Design dsm_cic_decimator_flat, sky130hd; sources not shown.
Figure 1. Wires at chosen ports, followed through buffers.
Bar = 50 µm.
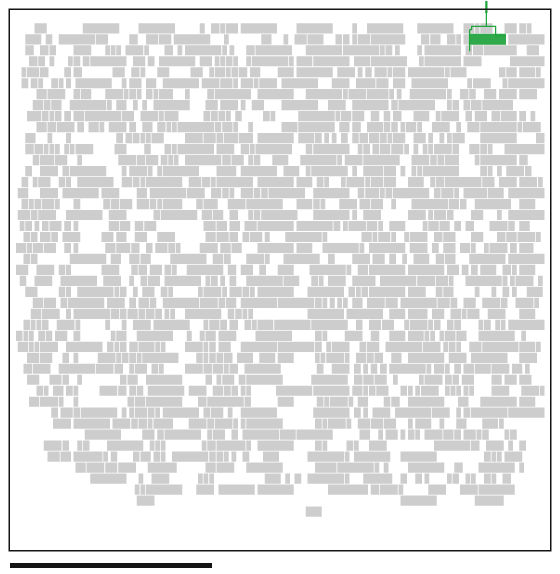
Green marks `m_axis_data_tdata`, bits 1, direction output, edge north, end cells 1, buffers 0, wire 21.0 µm.
I/O pin count: 8
IO Port Bufs: 0

Figure 2. Routing congestion.
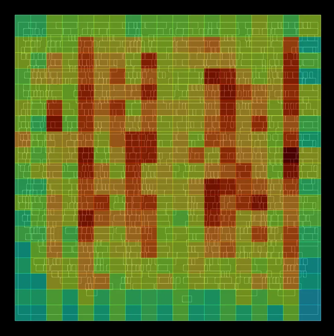
global routing's busiest layer: met2
DR WL/cell: 15.0 µm
met3 usage: 3.77%
Global Route Usage Sum: 24.8%

Figure 3. Routed clock nets over the placement.
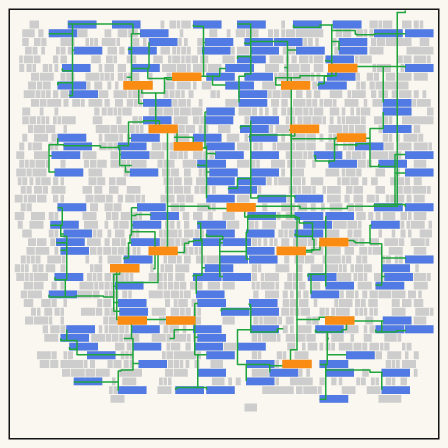
Blue marks flip-flops, count 150. Orange marks clock-net drivers, count 17. Green marks clock wires, length 1780 µm.
Position of the flops: widely spread. There are 18 routed clock nets.
clk_lat worst skew: 420 ps
Clock net power: 1.03 mW
clk_skew: 7.33 ps
clock power share: 18.0%

==> results.json <==
{
  "status": "finished, final reports clean",
  "r2r_cells": 25,
  "routed_wl_mm": 20.8,
  "period_minus_slack_ps": 5390,
  "critPathMaxFanout": 5,
  "core_util_floorplan_pct": 62.1,
  "setup_tns_ps": 0,
  "worstPathRequired_ps": 6010,
  "drive_gt1_share_pct": 8.66,
  "ant_nets": 0,
  "drtIter0Drc": 297,
  "finalHoldViolations": 0,
  "netlist_top_cells_count": "dfrtp_1 (150), nand2_1 (131), ha_1 (113)",
  "cts_tree": "done",
  "simple_gate_area_share_pct": 12.9,
  "xor_share_pct": 7.40,
  "gr-total-overflow": 0,
  "final_util_pct": 67.6,
  "ys_sh_adder_pct": 14.5,
  "use_met2_pct": 43.5,
  "combGateArea_um2": 6230,
  "cts_root_buffer": "clkbuf_16",
  "wl_met2_mm": 10.2,
  "ir_worst_vdd_uv": 282,
  "relSlewSlack_pct": 49.9,
  "postSynthSeqShare_pct": 36.0,
  "yosys_cells": 1133,
  "grt_pass1_vias": 7681,
  "period_used_pct": 94.5,
  "ys_sh_mux_pct": 4.75,
  "synthDominantCellAreaShare_pct": 36.0,
  "syn-num-nets": 1256,
  "synthAoiAreaFrac_pct": 19.7,
  "clock_sinks": 150,
  "cts_resized": 3,
  "grt_pass1_wl_mm": 35.6,
  "critPathBufInv": 0,
  "area_dominant_class": "multi-input combinational cells",
  "combPwrFrac_pct": 53.8,
  "lay_top_count": "dfrtp_1",
  "p_leak_nw": 5.53,
  "p_seq_mw": 1.61,
  "p_comb_mw": 3.08,
  "clock_path_buffers": 2,
  "synthCells": 1133,
  "clock_buffers": 28,
  "edf_count": 0,
  "nonClkBufAreaFrac_pct": 1.27,
  "gp_congestion": 0.948,
  "crit_family": "AND-OR/OR-AND gates",
  "remaining_drc_errors": 0,
  "worstSetupPathType": "reg2reg",
  "comb_area_share_pct": 55.0,
  "crit_path_start_kind": "register",
  "crit_arrival_ps": 5700,
  "clk_pin_slew_ps": 60,
  "log.warning_count": 26,
  "hpwlAfterDp_mm": 15.4,
  "wl_met3_um": 546,
  "final_cell_mix": "dfrtp_1 (150), nand2_1 (131), ha_1 (112)",
  "drv_slew": 0,
  "power_mw": 5.72,
  "worst_slack_ps": 311,
  "maxCapViolations": 0,
  "worstHoldPathType": "reg2reg",
  "hold_depth": 1,
  "synthTopCellsByArea": "dfrtp_1 (36%), ha_1 (14%), nand2_1 (4.7%)",
  "cellPowerDensity_nw_per_um2": 505,
  "largest_area_cell": "dfrtp_1",
  "vias_per_cell": 5.71,
  "final_cell_area_um2": 11300,
  "hold_buffers": 0,
  "n_antenna_cell": 0,
  "crit_slowest_cell": "or4_1",
  "fp.dieH_um": 134,
  "nWellTaps": 220,
  "via_count": 7909,
  "syn_to_final_growth_pct": 8.76,
  "maxPowerGroup": "combinational cells",
  "seq_area_um2": 3750,
  "postCtsSetupRepairBufs": 0,
  "top_layer": "met4",
  "clock_area_share_pct": 4.78,
  "path_common_cell": "o21ai_1",
  "core_area_um2": 16800,
  "cpPeakStageDelay_ps": 420,
  "worstMarginPinSlew_ps": 751,
  "layout.nets": 1277,
  "synth_cell_types": 69,
  "setup_viol": 0
}
Power is estimated from default activity; no workload was simulated.
